### config.mk
export PLATFORM = sky130hd
export DESIGN_NAME = mmio_uart_flat
export DESIGN_NICKNAME = d
export VERILOG_FILES = /design/src/rtl/uart_pkg.sv /design/src/rtl/mmio_uart_if.sv /design/src/rtl/sync_fifo.sv /design/src/rtl/mmio_uart.sv /design/src/flat_wrapper.sv
export SDC_FILE = /design/constraint.sdc
export NUM_CORES = 1
export LEC_CHECK = 0
export CORE_AREA = 10 10 146 148
export CTS_BUF_LIST = sky130_fd_sc_hd__clkbuf_8
export DETAILED_ROUTE_END_ITERATION = 6
export DIE_AREA = 0 0 156 158
export PLACE_DENSITY = 0.88
export SYNTH_ARGS = -nofsm -noshare
export SYNTH_HDL_FRONTEND = slang
export SYNTH_SLANG_ARGS = --single-unit
export TNS_END_PERCENT = 100
### constraint.sdc
create_clock -name i_clk -period 4.7 [get_ports i_clk]
set_clock_uncertainty 0.15 [all_clocks]
set_input_delay 0.705 -clock i_clk [delete_from_list [all_inputs] [get_ports i_clk]]
set_output_delay 0.705 -clock i_clk [all_outputs]
set_load 0.005 [all_outputs]
### src/rtl/uart_pkg.sv
// Shared definitions for the MMIO UART: register map, STATUS bit positions and FSM state types.
package uart_pkg;

  localparam int unsigned DATA_WIDTH = 32;

  // Word offsets selected by addr[3:2]
  localparam logic [1:0] REG_DATA   = 2'd0;
  localparam logic [1:0] REG_STATUS = 2'd1;
  localparam logic [1:0] REG_BAUD   = 2'd2;

  localparam int unsigned ST_TX_FULL      = 0;
  localparam int unsigned ST_TX_EMPTY     = 1;
  localparam int unsigned ST_RX_AVAIL     = 2;
  localparam int unsigned ST_RX_OVERRUN   = 3;
  localparam int unsigned ST_RX_FRAME_ERR = 4;

  typedef enum logic [1:0] {TX_IDLE, TX_START, TX_DATA, TX_STOP} tx_state_e;
  typedef enum logic [1:0] {RX_IDLE, RX_START, RX_DATA, RX_STOP} rx_state_e;
  typedef enum logic [1:0] {RD_IDLE, RD_RESP, RD_GAP} rd_state_e;

  function automatic logic addr_in_block(input logic [11:0] i_hi);
    return i_hi == '0;
  endfunction

endpackage

### src/rtl/mmio_uart_if.sv
// MMIO valid/ready bus between the CPU memory map (master) and the UART (slave).
interface mmio_uart_if;
  import uart_pkg::*;

  logic [31:0]           addr;
  logic [DATA_WIDTH-1:0] wr_data;
  logic                  wr_valid;
  logic                  wr_ready;
  logic [DATA_WIDTH-1:0] rd_data;
  logic                  rd_valid;
  logic                  rd_ready;

  modport master (output addr, wr_data, wr_valid, rd_ready,
                  input  wr_ready, rd_data, rd_valid);
  modport slave  (input  addr, wr_data, wr_valid, rd_ready,
                  output wr_ready, rd_data, rd_valid);
endinterface

### src/rtl/sync_fifo.sv
// Single-clock show-ahead FIFO; pointers carry an extra wrap bit, push+pop allowed when full.
module sync_fifo #(
  parameter int unsigned WIDTH = 8,
  parameter int unsigned DEPTH = 8
) (
  input  logic             i_clk,
  input  logic             i_rst,
  input  logic             i_push,
  input  logic [WIDTH-1:0] i_data,
  input  logic             i_pop,
  output logic [WIDTH-1:0] o_data,
  output logic             o_full,
  output logic             o_empty
);
  localparam int unsigned AW = $clog2(DEPTH);

  logic [WIDTH-1:0] r_mem [DEPTH];
  logic [AW:0]      r_wptr;
  logic [AW:0]      r_rptr;
  logic             w_do_pop;
  logic             w_do_push;

  assign o_empty   = (r_wptr == r_rptr);
  assign o_full    = (r_wptr[AW] != r_rptr[AW]) && (r_wptr[AW-1:0] == r_rptr[AW-1:0]);
  assign w_do_pop  = i_pop && !o_empty;
  // A pop in the same cycle frees the slot the push lands in
  assign w_do_push = i_push && (!o_full || w_do_pop);
  assign o_data    = r_mem[r_rptr[AW-1:0]];

  always_ff @(posedge i_clk) begin
    if (i_rst) begin
      r_wptr <= '0;
      r_rptr <= '0;
    end else begin
      if (w_do_push) r_wptr <= r_wptr + 1'b1;
      if (w_do_pop)  r_rptr <= r_rptr + 1'b1;
    end
  end

  always_ff @(posedge i_clk) begin
    if (w_do_push) r_mem[r_wptr[AW-1:0]] <= i_data;
  end
endmodule

### src/rtl/mmio_uart.sv
// Memory-mapped 8N1 UART: register decode, read FSM, TX serialiser and RX deserialiser around two FIFOs.
module mmio_uart
  import uart_pkg::*;
#(
  parameter int unsigned FIFO_DEPTH   = 8,
  parameter int unsigned CLKS_PER_BIT = 868
) (
  input  logic        i_clk,
  input  logic        i_rst,
  mmio_uart_if.slave  mmio,
  input  logic        i_rx,
  output logic        o_tx
);
  logic [1:0]            w_reg;
  logic                  w_hit;
  logic                  w_unused_bits;
  logic                  w_wr_fire;
  logic                  w_tx_push;
  logic                  w_tx_pop;
  logic                  w_tx_full;
  logic                  w_tx_empty;
  logic [7:0]            w_tx_dout;
  logic                  w_rx_push;
  logic                  w_rx_pop;
  logic                  w_rx_full;
  logic                  w_rx_empty;
  logic [7:0]            w_rx_dout;
  logic                  w_rx_stop_tick;
  logic                  w_rx_overrun_evt;
  logic                  w_rx_frame_evt;
  logic                  w_rd_req;
  logic                  w_status_clr;
  logic [DATA_WIDTH-1:0] w_status;
  logic [DATA_WIDTH-1:0] w_rd_word;
  logic [15:0]           w_half_m1;

  logic [15:0]           r_baud;
  logic                  r_rx_overrun;
  logic                  r_rx_frame_err;
  rd_state_e             r_rd_state;
  logic                  r_rd_valid;
  logic [DATA_WIDTH-1:0] r_rd_data;
  tx_state_e             r_tx_state;
  logic [15:0]           r_tx_cnt;
  logic [2:0]            r_tx_bit;
  logic [7:0]            r_tx_shift;
  logic                  r_tx;
  rx_state_e             r_rx_state;
  logic [15:0]           r_rx_cnt;
  logic [2:0]            r_rx_bit;
  logic [7:0]            r_rx_shift;
  logic                  r_rx_s1;
  logic                  r_rx_s2;
  logic                  r_rx_s3;

  assign w_reg         = mmio.addr[3:2];
  assign w_hit         = addr_in_block(mmio.addr[15:4]);
  assign w_unused_bits = ^{mmio.addr[31:16], mmio.addr[1:0], mmio.wr_data[DATA_WIDTH-1:16]};

  assign mmio.wr_ready = !(w_hit && (w_reg == REG_DATA) && w_tx_full);
  assign w_wr_fire     = mmio.wr_valid && mmio.wr_ready;
  assign w_tx_push     = w_wr_fire && w_hit && (w_reg == REG_DATA);

  assign w_rd_req      = (r_rd_state == RD_IDLE) && mmio.rd_ready;
  assign w_rx_pop      = w_rd_req && w_hit && (w_reg == REG_DATA) && !w_rx_empty;
  assign w_status_clr  = w_rd_req && w_hit && (w_reg == REG_STATUS);
  assign mmio.rd_valid = r_rd_valid;
  assign mmio.rd_data  = r_rd_data;
  assign o_tx          = r_tx;

  sync_fifo #(.WIDTH(8), .DEPTH(FIFO_DEPTH)) u_tx_fifo (
    .i_clk(i_clk), .i_rst(i_rst), .i_push(w_tx_push), .i_data(mmio.wr_data[7:0]),
    .i_pop(w_tx_pop), .o_data(w_tx_dout), .o_full(w_tx_full), .o_empty(w_tx_empty)
  );

  sync_fifo #(.WIDTH(8), .DEPTH(FIFO_DEPTH)) u_rx_fifo (
    .i_clk(i_clk), .i_rst(i_rst), .i_push(w_rx_push), .i_data(r_rx_shift),
    .i_pop(w_rx_pop), .o_data(w_rx_dout), .o_full(w_rx_full), .o_empty(w_rx_empty)
  );

  always_comb begin
    w_status                  = '0;
    w_status[ST_TX_FULL]      = w_tx_full;
    w_status[ST_TX_EMPTY]     = w_tx_empty && (r_tx_state == TX_IDLE);
    w_status[ST_RX_AVAIL]     = !w_rx_empty;
    w_status[ST_RX_OVERRUN]   = r_rx_overrun;
    w_status[ST_RX_FRAME_ERR] = r_rx_frame_err;
    w_rd_word                 = '0;
    if (w_hit) begin
      case (w_reg)
        REG_DATA:   if (!w_rx_empty) w_rd_word = DATA_WIDTH'(w_rx_dout);
        REG_STATUS: w_rd_word = w_status;
        REG_BAUD:   w_rd_word = DATA_WIDTH'(r_baud);
        default:    w_rd_word = '0;
      endcase
    end
  end

  always_ff @(posedge i_clk) begin
    if (i_rst) begin
      r_baud <= 16'(CLKS_PER_BIT);
    end else if (w_wr_fire && w_hit && (w_reg == REG_BAUD)) begin
      r_baud <= (mmio.wr_data[15:0] == '0) ? 16'd1 : mmio.wr_data[15:0];
    end
  end

  always_ff @(posedge i_clk) begin
    if (i_rst) begin
      r_rd_state <= RD_IDLE;
      r_rd_valid <= 1'b0;
      r_rd_data  <= '0;
    end else begin
      case (r_rd_state)
        RD_IDLE: if (mmio.rd_ready) begin
          r_rd_data  <= w_rd_word;
          r_rd_valid <= 1'b1;
          r_rd_state <= RD_RESP;
        end
        RD_RESP: begin
          r_rd_valid <= 1'b0;
          r_rd_state <= RD_GAP;
        end
        default: r_rd_state <= RD_IDLE;
      endcase
    end
  end

  // An error arriving in the same cycle as the STATUS read survives the clear
  always_ff @(posedge i_clk) begin
    if (i_rst) begin
      r_rx_overrun   <= 1'b0;
      r_rx_frame_err <= 1'b0;
    end else begin
      if (w_status_clr) begin
        r_rx_overrun   <= 1'b0;
        r_rx_frame_err <= 1'b0;
      end
      if (w_rx_overrun_evt) r_rx_overrun   <= 1'b1;
      if (w_rx_frame_evt)   r_rx_frame_err <= 1'b1;
    end
  end

  // Stop-bit expiry pops the next byte directly so consecutive frames abut
  assign w_tx_pop = !w_tx_empty &&
                    ((r_tx_state == TX_IDLE) || ((r_tx_state == TX_STOP) && (r_tx_cnt == '0)));

  always_ff @(posedge i_clk) begin
    if (i_rst) begin
      r_tx_state <= TX_IDLE;
      r_tx_cnt   <= '0;
      r_tx_bit   <= '0;
      r_tx_shift <= '0;
      r_tx       <= 1'b1;
    end else begin
      case (r_tx_state)
        TX_IDLE: if (w_tx_pop) begin
          r_tx_shift <= w_tx_dout;
          r_tx       <= 1'b0;
          r_tx_cnt   <= r_baud - 16'd1;
          r_tx_state <= TX_START;
        end
        TX_START: if (r_tx_cnt == '0) begin
          r_tx       <= r_tx_shift[0];
          r_tx_cnt   <= r_baud - 16'd1;
          r_tx_bit   <= '0;
          r_tx_state <= TX_DATA;
        end else begin
          r_tx_cnt <= r_tx_cnt - 16'd1;
        end
        TX_DATA: if (r_tx_cnt == '0) begin
          r_tx_cnt <= r_baud - 16'd1;
          if (r_tx_bit == 3'd7) begin
            r_tx       <= 1'b1;
            r_tx_state <= TX_STOP;
          end else begin
            r_tx_bit   <= r_tx_bit + 3'd1;
            r_tx_shift <= {1'b0, r_tx_shift[7:1]};
            r_tx       <= r_tx_shift[1];
          end
        end else begin
          r_tx_cnt <= r_tx_cnt - 16'd1;
        end
        TX_STOP: if (r_tx_cnt == '0) begin
          if (w_tx_pop) begin
            r_tx_shift <= w_tx_dout;
            r_tx       <= 1'b0;
            r_tx_cnt   <= r_baud - 16'd1;
            r_tx_state <= TX_START;
          end else begin
            r_tx_state <= TX_IDLE;
          end
        end else begin
          r_tx_cnt <= r_tx_cnt - 16'd1;
        end
        default: r_tx_state <= TX_IDLE;
      endcase
    end
  end

  assign w_half_m1        = (r_baud[15:1] == '0) ? '0 : ({1'b0, r_baud[15:1]} - 16'd1);
  assign w_rx_stop_tick   = (r_rx_state == RX_STOP) && (r_rx_cnt == '0);
  assign w_rx_push        = w_rx_stop_tick && r_rx_s2;
  assign w_rx_frame_evt   = w_rx_stop_tick && !r_rx_s2;
  assign w_rx_overrun_evt = w_rx_push && w_rx_full && !w_rx_pop;

  always_ff @(posedge i_clk) begin
    if (i_rst) begin
      r_rx_s1    <= 1'b1;
      r_rx_s2    <= 1'b1;
      r_rx_s3    <= 1'b1;
      r_rx_state <= RX_IDLE;
      r_rx_cnt   <= '0;
      r_rx_bit   <= '0;
      r_rx_shift <= '0;
    end else begin
      r_rx_s1 <= i_rx;
      r_rx_s2 <= r_rx_s1;
      r_rx_s3 <= r_rx_s2;
      case (r_rx_state)
        RX_IDLE: if (r_rx_s3 && !r_rx_s2) begin
          r_rx_cnt   <= w_half_m1;
          r_rx_state <= RX_START;
        end
        RX_START: if (r_rx_cnt == '0) begin
          if (!r_rx_s2) begin
            r_rx_cnt   <= r_baud - 16'd1;
            r_rx_bit   <= '0;
            r_rx_state <= RX_DATA;
          end else begin
            r_rx_state <= RX_IDLE;
          end
        end else begin
          r_rx_cnt <= r_rx_cnt - 16'd1;
        end
        RX_DATA: if (r_rx_cnt == '0) begin
          r_rx_shift <= {r_rx_s2, r_rx_shift[7:1]};
          r_rx_cnt   <= r_baud - 16'd1;
          if (r_rx_bit == 3'd7) r_rx_state <= RX_STOP;
          else                  r_rx_bit   <= r_rx_bit + 3'd1;
        end else begin
          r_rx_cnt <= r_rx_cnt - 16'd1;
        end
        RX_STOP: if (r_rx_cnt == '0) r_rx_state <= RX_IDLE;
                 else               r_rx_cnt   <= r_rx_cnt - 16'd1;
        default: r_rx_state <= RX_IDLE;
      endcase
    end
  end
endmodule

### src/flat_wrapper.sv
// flat-port wrapper written by rule: the top's interface ports become plain ports
module mmio_uart_flat import uart_pkg::*;
#(
  parameter int unsigned FIFO_DEPTH   = 8,
  parameter int unsigned CLKS_PER_BIT = 868
)
  (i_clk, i_rst, i_rx, o_tx, mmio_addr, mmio_wr_data, mmio_wr_valid, mmio_rd_ready, mmio_wr_ready, mmio_rd_data, mmio_rd_valid);
  mmio_uart_if mmio_i ();
  input  logic i_clk;
  input  logic i_rst;
  input  logic i_rx;
  output logic o_tx;
  input wire logic [$bits(mmio_i.addr)-1:0] mmio_addr;
  input wire logic [$bits(mmio_i.wr_data)-1:0] mmio_wr_data;
  input wire logic [$bits(mmio_i.wr_valid)-1:0] mmio_wr_valid;
  input wire logic [$bits(mmio_i.rd_ready)-1:0] mmio_rd_ready;
  output wire logic [$bits(mmio_i.wr_ready)-1:0] mmio_wr_ready;
  output wire logic [$bits(mmio_i.rd_data)-1:0] mmio_rd_data;
  output wire logic [$bits(mmio_i.rd_valid)-1:0] mmio_rd_valid;
  assign mmio_i.addr = mmio_addr;
  assign mmio_i.wr_data = mmio_wr_data;
  assign mmio_i.wr_valid = mmio_wr_valid;
  assign mmio_i.rd_ready = mmio_rd_ready;
  assign mmio_wr_ready = mmio_i.wr_ready;
  assign mmio_rd_data = mmio_i.rd_data;
  assign mmio_rd_valid = mmio_i.rd_valid;
  mmio_uart #(.FIFO_DEPTH(FIFO_DEPTH), .CLKS_PER_BIT(CLKS_PER_BIT)) u_core (.i_clk(i_clk), .i_rst(i_rst), .mmio(mmio_i), .i_rx(i_rx), .o_tx(o_tx));
endmodule
**Run 1: signal wires on met3**

Drawn at 2 px/um.
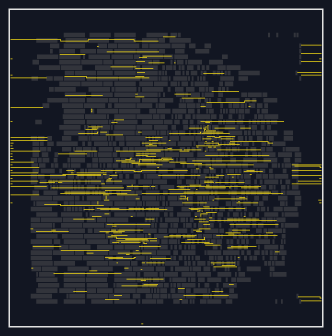
wire length on this layer = 2720 um
nets with wire on the layer = 209
share of all routed wire = 9.5%
longest straight run = 70.3 um
main direction = horizontal
final wirelength: 28660 um
total via count in the routed design: 8963
met3 demand-to-capacity share in global routing: 0.05319

**Run 1: clock nets**

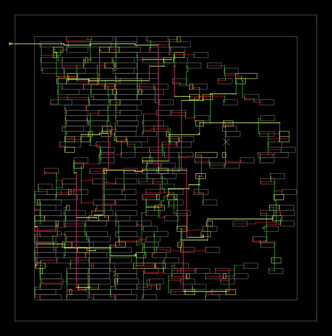
number of buffers inserted during clock tree synthesis: 41
number of clock sinks: 249
power in the clock group: 2.00 mW
insertion delay to the later sink of the worst-skew pair: 0.56 ns
clock buffer count: 49

**Run 1: placement by cell class**

Drawn at 3 px/um.
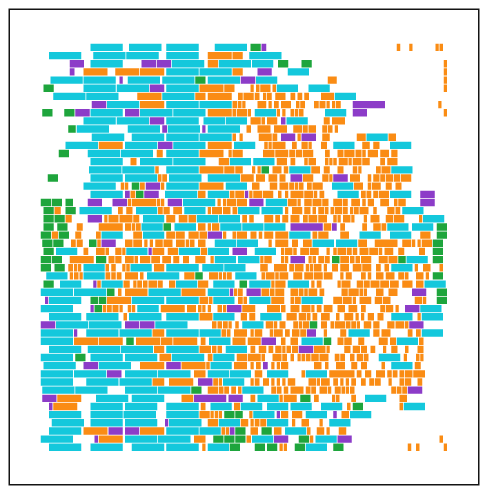
all other logic -> orange  # cells 747, share of their area 40%
clock drivers and dummy loads -> purple  # cells 76, share of their area 6.7%
flip-flops -> cyan  # cells 249, share of their area 48%
other buffers and delay cells -> green  # cells 71, share of their area 5.1%
cell area after layout: 0.01336 sq mm
Core Rows: 50
core region area: 0.01846 sq mm
sequential portion of the cell area: 0.4692

**Run 1: wire density map**

Drawn at 2 px/um. 31 x 32 tiles, from dark purple (low) to yellow (high), scaled to the fullest tile. Values are wire area over tile area, all layers added.
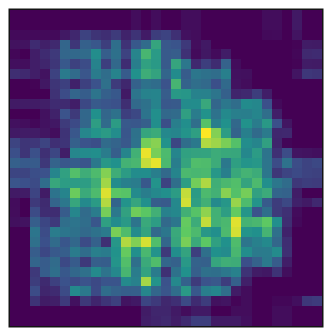
tiles over half the peak = 19%
fullest tile = 0.73
mean over tiles = 0.20
GRT Resource Usage Total: 0.2310
routed length per instance: 20.81 um

-- run 1: Yosys cell counts, types with 16 or more instances --
master	count
sky130_fd_sc_hd__xor2_1	34
sky130_fd_sc_hd__a22oi_1	27
sky130_fd_sc_hd__a21oi_1	47
sky130_fd_sc_hd__o21ai_0	36
sky130_fd_sc_hd__clkbuf_1	55
sky130_fd_sc_hd__mux4_2	32
sky130_fd_sc_hd__buf_4	16
sky130_fd_sc_hd__nor2_1	110
sky130_fd_sc_hd__dfxtp_1	121
sky130_fd_sc_hd__edfxtp_1	128
sky130_fd_sc_hd__mux2i_1	35
sky130_fd_sc_hd__ha_1	24
sky130_fd_sc_hd__nand2_1	69
sky130_fd_sc_hd__inv_1	27
sky130_fd_sc_hd__nor3_1	35
sky130_fd_sc_hd__nand3_1	27
sky130_fd_sc_hd__xnor2_1	19
==> run notes, run 1 <==
Notes from the flow run.

Worst setup path:
- For the worst reg-to-reg path, the endpoint reported by OpenROAD is u_core.u_rx_fifo.r_mem[4][7].
- The run gives the startpoint class of the critical path as a flop.
- The capture point of the critical path was reported as u_core.u_rx_fifo.r_mem[4][7].
- For flop-to-flop paths, the worst setup slack is 1.15 ns.
- The run puts the worst reg-to-reg path cell count at 6.
- The worst setup path is captured at a flop.
- The run puts the maximum fanout along the worst path at 9.
- The run puts the depth of the critical timing path with buffers and inverters included at 6.
- The run gives the library cell contributing the largest single delay on the critical path as sky130_fd_sc_hd__nor2_1.
- The run gives the reg-to-reg critical path startpoint as u_core.r_rx_cnt[7].
- The run gives the origin of the worst setup path as u_core.r_rx_cnt[7].
- The timing report attributes the biggest portion of critical-path delay to simple AND/OR/NAND/NOR gates.
- The critical path in this run is classified as reg2reg.
- In this run the critical path is formed by or4_4, nor4b_4, nand4_2, nor2_1, nand2_1, nor2_1.
- The run gives the critical path's most frequent cell as sky130_fd_sc_hd__nor2_1.
- The run gives the peak per-stage delay on the critical path as 0.65 ns.
- The timing report notes that buffer and inverter cells on the critical path total 0.
- The run gives the data required time of the critical path as 4.73 ns.
- For the worst setup path, the data arrival time is around 3.6 ns.

Finish:
- In the layout the commonest cells are sky130_fd_sc_hd__edfxtp_1 (128), sky130_fd_sc_hd__dfxtp_1 (121), sky130_fd_sc_hd__nor2_1 (110), sky130_fd_sc_hd__nand2_1 (69), sky130_fd_sc_hd__clkdlybuf4s50_1 (52).
- The run gives the most frequently placed logic cell in the final layout as sky130_fd_sc_hd__edfxtp_1.
- The run puts the logic area at 0.005155 sq mm.
- From synthesis to final layout, the design area changed by 12.92%.
- The run gives the sequential cell area as 0.006266 sq mm.
- The final layout contains a sequential cell count of 249.
- The run puts the number of diodes added for antenna fixing at 0.
- After the last flow step, the layout net total stands at 1203.
- Of the cells placed in the final design, the portion with a size suffix greater than 1 is 0.1199.
- The run puts the end-of-flow core utilization at 0.7237.
- The final layout report lists a non-clock buffer count of 71.
- The run puts the clock network area share at 0.06567.
- The run gives the inverter count of the layout excluding clock inverters as 27.
- In the final design, more cell area goes to sequential cells than to any other class.
- The run puts the filler cell count at 1209.
- The run gives the fraction of standard cell area in multi-input logic as 0.3860.
- The layout report lists the non-clock buffer share of cell area as 0.04965.
- The run puts the final non-filler cell total at 1377.
- The run puts the multi-input combinational gate total at between 700 and 800.

Pwr:
- The power report attributes to the combinational group a share of 0.307.
- Summed over all cells, the static leakage comes to 4.765 nW.
- The run gives the total sequential power as 2.56 mW.
- The run puts the switching power at 2.270 mW.
- The run gives the power of the combinational group as 2.02 mW.
- The run puts the total internal power at 4.305 mW.
- The power report attributes to the sequential group a share of 0.390.
- The run puts the worst ir drop on vdd at 0.0003804 V.
- The run puts the clock network fraction of total power at 0.304.
- The final power report lists total power as 6.575 mW.
- The script computed a power per unit cell area of roughly 500 mW/mm^2.
- The script computed the net switching share of total power as 0.3452.
- The biggest slice of the total power is consumed by registers.

Logic synthesis:
- The main area contributors are sky130_fd_sc_hd__edfxtp_1 (32%), sky130_fd_sc_hd__dfxtp_1 (20%), sky130_fd_sc_hd__mux4_2 (6.1%).
- In this run, the synthesized area fraction spent on AND-OR/OR-AND gates is recorded as 0.1188.
- The run gives the adder and majority cell fraction of the synthesized area as 0.02539.
- The run gives the post-synthesis simple-gate area fraction as 0.1473.
- The synthesis run identifies the leading combinational cell family as simple AND/OR/NAND/NOR gates.
- The mapped netlist covers 0.01183 sq mm.
- In the synthesized netlist the dominant register cell turns out to be sky130_fd_sc_hd__edfxtp_1.
- The run puts the fraction of the yosys area taken by sequential cells at 0.5298.
- The run puts the gate count after technology mapping at 1060.
- The run gives the area reported by Yosys stat as 0.01183 sq mm.
- The cell-mix breakdown from Yosys lists the XOR/XNOR area share as 0.03925.
- A synthesized cell averages ~11 sq um.
- The run gives the tally of unique sky130hd cells used after synthesis as 74.
- The run gives the proportion of synthesized area in mux cells as 0.1001.
- For this run, asynchronously set or reset flops after synthesis account for 0.
- The run puts the number of synthesized register bits at 249.
- The synthesis log from Yosys contains 0 warnings.
- For this design, Yosys synthesis ends with a cell count of between 1000 and 1500.
- The run puts the count of library flops with an enable pin at ~130.
- The largest total area in the synthesized netlist belongs to sky130_fd_sc_hd__edfxtp_1.
- The run gives the proportion of netlist area held by the largest area contributor as 0.3250.

Timing:
- Setup repair after global routing left no endpoint under its margin.
- The run puts the worst-case setup margin in the final layout at 1.151 ns.
- The run gives the headroom to the max-slew limit as 0.2704.
- The run puts the setup TNS at 0 ns.
- The run puts the final-report max-slew violation count at 0.
- Dividing the final minimum period by the clock period gives 0.7552.
- The run gives the total of endpoints with negative setup slack in the final report as 0.
- Hold timing on the final database bottoms out at a slack of 0.2631 ns.
- The run puts the slew of the pin with the lowest slew margin at 1.093 ns.
- The run puts the final number of hold-violating endpoints at 0.
- Timing would allow up to ~0.28 GHz.
- For the finished layout, the period the worst path requires is roughly 3.5 ns.

Placed design:
- The run gives the cell total after placement as 1301.
- The run puts the worst slack at placement at 0.9341 ns.
- The run gives the count of port buffers added during placement as roughly 53.
- The run puts the estimated wirelength of the detail-placed design at 19600 um.
- The run puts the routability congestion estimate at 0.9220.
- Once placement finished, the instance area stood at 0.01248 sq mm.

CTS:
- The run gives the buffer levels on the longest clock path as 3.
- The run puts the number of levels in the clock H-tree at 2.
- Looking at the clock tree report, the root buffer type is sky130_fd_sc_hd__clkbuf_8.
- The run puts the hold-fix buffer count after cts at 0.
- The run gives the number of cells upsized or downsized after cts as 0.
- The run gives the clock-pin slew of the registers on the worst-case setup and hold paths as 0.06 ns.
- Per the repair_timing log after CTS, setup buffers inserted total 0.
- The run gives the clock tree from TritonCTS as built.

Worst hold path:
- The run gives the count of cells along the worst hold path as 1.
- The type recorded for the worst min-delay path is reg2reg.
- Looking at the hold checks, the worst path lands on u_core.r_rx_s2.
- The startpoint identified for the worst hold timing path is u_core.r_rx_s1.

Die:
- In this run the count of I/O pins placed on the die edge is 104.
- The run gives the floorplan die area as 0.02465 sq mm.
- The floorplan step set the die width to 156 um.
- The run puts the y dimension of the die at 158 um.
- The floorplan step records an initial core utilization of 0.6409.
- The run gives the well tap count as 234.

Global route:
- The first global-routing pass estimated 45510 um of wire.
- For met1 alone, demand over resource in global routing was 0.2903.
- The run gives the largest net degree at the start of global routing as 74.
- After global routing the overflow that remains totals 0.
- The run gives the number of antenna violations at the first check in global routing as 0.
- Routing resource usage on met2 recorded by global route was 0.3737.
- Global routing put the most usage on met2.
- The run puts the number of global-route vias before repair at 8731.

Status:
- The checks that failed: DRC.
- The flow ran to the end, but the final reports show violations.

Routing:
- The run gives the average via count per standard cell as roughly 6.5.
- Once iteration 0 of detailed routing completed, the report listed 1010 DRC markers.
- The highest layer touched by signal routing is met4.
- The run gives the met3 wire length as roughly 2700 um.
- The run puts the iteration count of the initial detailed-routing pass at 7.
- The run puts the post-route antenna net violation count at 0.
- In the detailed route, the total length drawn on met2 is 13530 um.
- The run gives the post-route DRC violation count as 1.
- For this block, wires on met1 add up to 11280 um.

Run:
- The run puts the stage-log warning count at ~70.
- The run puts the tally of max-capacitance violations at 0.
**Run 1: drive-strength map**

Drawn at 2 px/um.
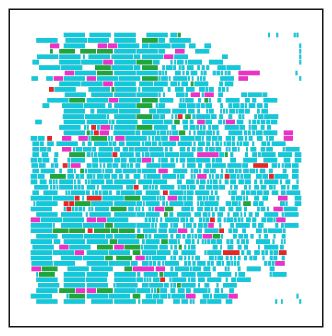

--- run 2 (diff from run 1) ---
--- a/config.mk
+++ b/config.mk
@@ -5,11 +5,11 @@
 export SDC_FILE = /design/constraint.sdc
 export NUM_CORES = 1
 export LEC_CHECK = 0
-export CORE_AREA = 10 10 146 148
+export CORE_AREA = 10 10 159 161
 export CTS_BUF_LIST = sky130_fd_sc_hd__clkbuf_8
 export DETAILED_ROUTE_END_ITERATION = 6
-export DIE_AREA = 0 0 156 158
-export PLACE_DENSITY = 0.88
+export DIE_AREA = 0 0 169 171
+export PLACE_DENSITY = 0.78
 export SYNTH_ARGS = -nofsm -noshare
 export SYNTH_HDL_FRONTEND = slang
 export SYNTH_SLANG_ARGS = --single-unit
==> constraint.sdc (replaced) <==
create_clock -name i_clk -period 3.1 [get_ports i_clk]
set_clock_uncertainty 0.15 [all_clocks]
set_input_delay 0.465 -clock i_clk [delete_from_list [all_inputs] [get_ports i_clk]]
set_output_delay 0.465 -clock i_clk [all_outputs]
set_load 0.005 [all_outputs]
**Run 2: drive-strength map**

Drawn at 1.5 px/um.
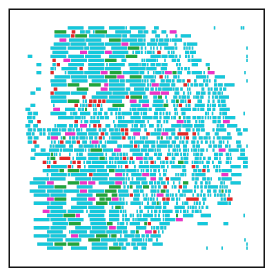
drive 3 to 4 -> red  # cells 67, most used buf_4
drive 6 and up -> magenta  # cells 48, most used clkbuf_8
drive 1 or less -> cyan  # cells 1008, most used edfxtp_1
drive 2 -> green  # cells 62, most used mux4_2
Area growth syn-to-layout: 15.43%
worst setup margin: 0.2156 ns
cell area after layout: 0.01365 sq mm
non-clock buffer count in the final layout: 117

==> run 2 against run 1 <==
The flow now finishes without violations. Maximum frequency is 23% higher. Combinational power is 62% higher. Wire length hardly changed. Critical endpoint is now u_core.u_rx_fifo.r_mem[0][5].
==> run notes, run 2 <==
Notes from the flow run.

Logic synthesis:
- The run gives the count of library flops with an enable pin as 128.
- The run gives the area reported by Yosys stat as 0.01183 sq mm.
- The run gives the tally of unique sky130hd cells used after synthesis as 74.
- The run gives the number of standard cells reported by yosys as 1060.
- The run puts the area of the mapped netlist at 0.01183 sq mm.
- The run gives the mean instance size in the synthesized netlist as between 10 and 15 sq um.
- The run puts the fraction of the yosys area taken by sequential cells at 0.5298.
- By instance count, the leading cell after synthesis is sky130_fd_sc_hd__edfxtp_1.
- Per the synthesis report, the dominant area consumer among library cells is sky130_fd_sc_hd__edfxtp_1.
- After synthesis, the cell types taking the most area are sky130_fd_sc_hd__edfxtp_1 (32%), sky130_fd_sc_hd__dfxtp_1 (20%), sky130_fd_sc_hd__mux4_2 (6.1%).
- By count the netlist is led by sky130_fd_sc_hd__edfxtp_1 (128), sky130_fd_sc_hd__dfxtp_1 (121), sky130_fd_sc_hd__nor2_1 (110).
- The run gives the proportion of netlist area held by the largest area contributor as 0.3250.
- After synthesis the netlist holds a flip-flop and latch count of 249.
- Synthesis produced approximately 1100 cells.

Worst setup path:
- The run puts the worst endpoint data arrival time at 3.00 ns.
- STA classifies the critical path startpoint as a flop.
- The worst setup path is captured at a flop.
- The launch point of the worst register-to-register path is recorded as u_core.r_rx_cnt[7].
- Together, buffers and inverters on the worst path number 1.
- The timing report shows that the slowest cell on the worst path is sky130_fd_sc_hd__or4_4.
- In this run the critical register-to-register path is captured at u_core.u_rx_fifo.r_mem[0][5].
- The run gives the data required time of the critical path as between 3 and 4 ns.
- Listed in order, past its start point the critical path passes or4_4, nor4b_4, nand4_2, nor2_1, nand2_1, nor3_2, buf_4.

CTS:
- The run gives the master cell of the clock root buffer as sky130_fd_sc_hd__clkbuf_8.
- The run gives the total clock buffers created by CTS as 41.
- The run gives the number of levels in the clock H-tree as 2.
- The clock passes through at most 3 buffers.
- The run gives the hold-fix buffer count after cts as 0.
- After clock tree synthesis, the clock-pin slew on the worst setup and hold paths is ~0.060 ns.
- The run puts the CTS sink count at between 200 and 250.

Pwr:
- The share of total power dissipated in sequential elements is 0.395.
- The biggest slice of the total power is consumed by registers.
- The run gives the total internal power as 6.262 mW.
- The run gives the total sequential power as 3.82 mW.
- The script computed the net switching share of total power as 0.3536.
- The run puts the power per cell area at between 700 and 800 mW/mm^2.
- The run gives the part of the total power dissipated in combinational logic as 0.338.
- For this design the total switching power over the nets is 3.426 mW.

Global route:
- The run gives the number of global-route vias before repair as approximately 8600.
- In this run the most used layer during global routing was met2.
- The run puts the largest net degree at the start of global routing at 41.
- The run gives the total grt overflow as 0.

Die:
- The run gives the row count as 55.
- The run puts the y dimension of the die at 171 um.
- The run puts the number of I/O pins at about 100.
- The run gives the width of the die as 169 um.

Worst hold path:
- The worst hold path was traced through 2 stages.
- The run gives the type of the tightest min-delay check as in2reg.

Timing:
- Setup repair after global routing left no endpoint under its margin.
- The run puts the total of endpoints with negative setup slack in the final report at 0.
- The run puts the final period utilization at 0.9304.
- The run gives the upper clock frequency limit as 0.3467 GHz.
- The run gives the setup TNS as 0 ns.

Routing:
- The run gives the met3 wire length as 2409 um.
- The run gives the post-route DRC violation count as 0.
- The run gives the post-route antenna net violation count as 0.

Finish:
- The run puts the filler cell count at 1731.

Placed design:
- The run gives the routability congestion estimate as 0.9022.
- The run gives the worst slack at placement as 0.04940 ns.

Run:
- Max-cap violations in this run came to 0.
- The run puts the stage-log warning count at 70.

Status:
- The run finished with clean final reports.
## run 2: cell counts after synthesis
No cell type changed its count.
## run 2: cell type report
class | instances | area, sq um | area share
timing repair buffer | 117 | 1033 | 0.07570
clock buffer | 42 | 578.1 | 0.04234
tap | 285 | 356.6 | 0.02612
multi-input combinational | 720 | 5165 | 0.3783
clock inverter | 30 | 152.6 | 0.01118
sequential | 249 | 6266 | 0.4589
inverter | 27 | 101.3 | 0.007423
## run 2: logic make-up after synthesis
logic type                 count (synthesis)  synth area share
other                                      1         0.0003171
xor gates and xnor gates                  53           0.03925
AOI/OAI and AO/OA                        206            0.1188
adders and majority gates                 24           0.02539
buffers and inverters                    106           0.03914
muxes                                     77            0.1001
and+or+nand+nor                          344            0.1473
DFF                                      249            0.5298
Power figures rest on the tool's default switching activity, not on a simulated workload.
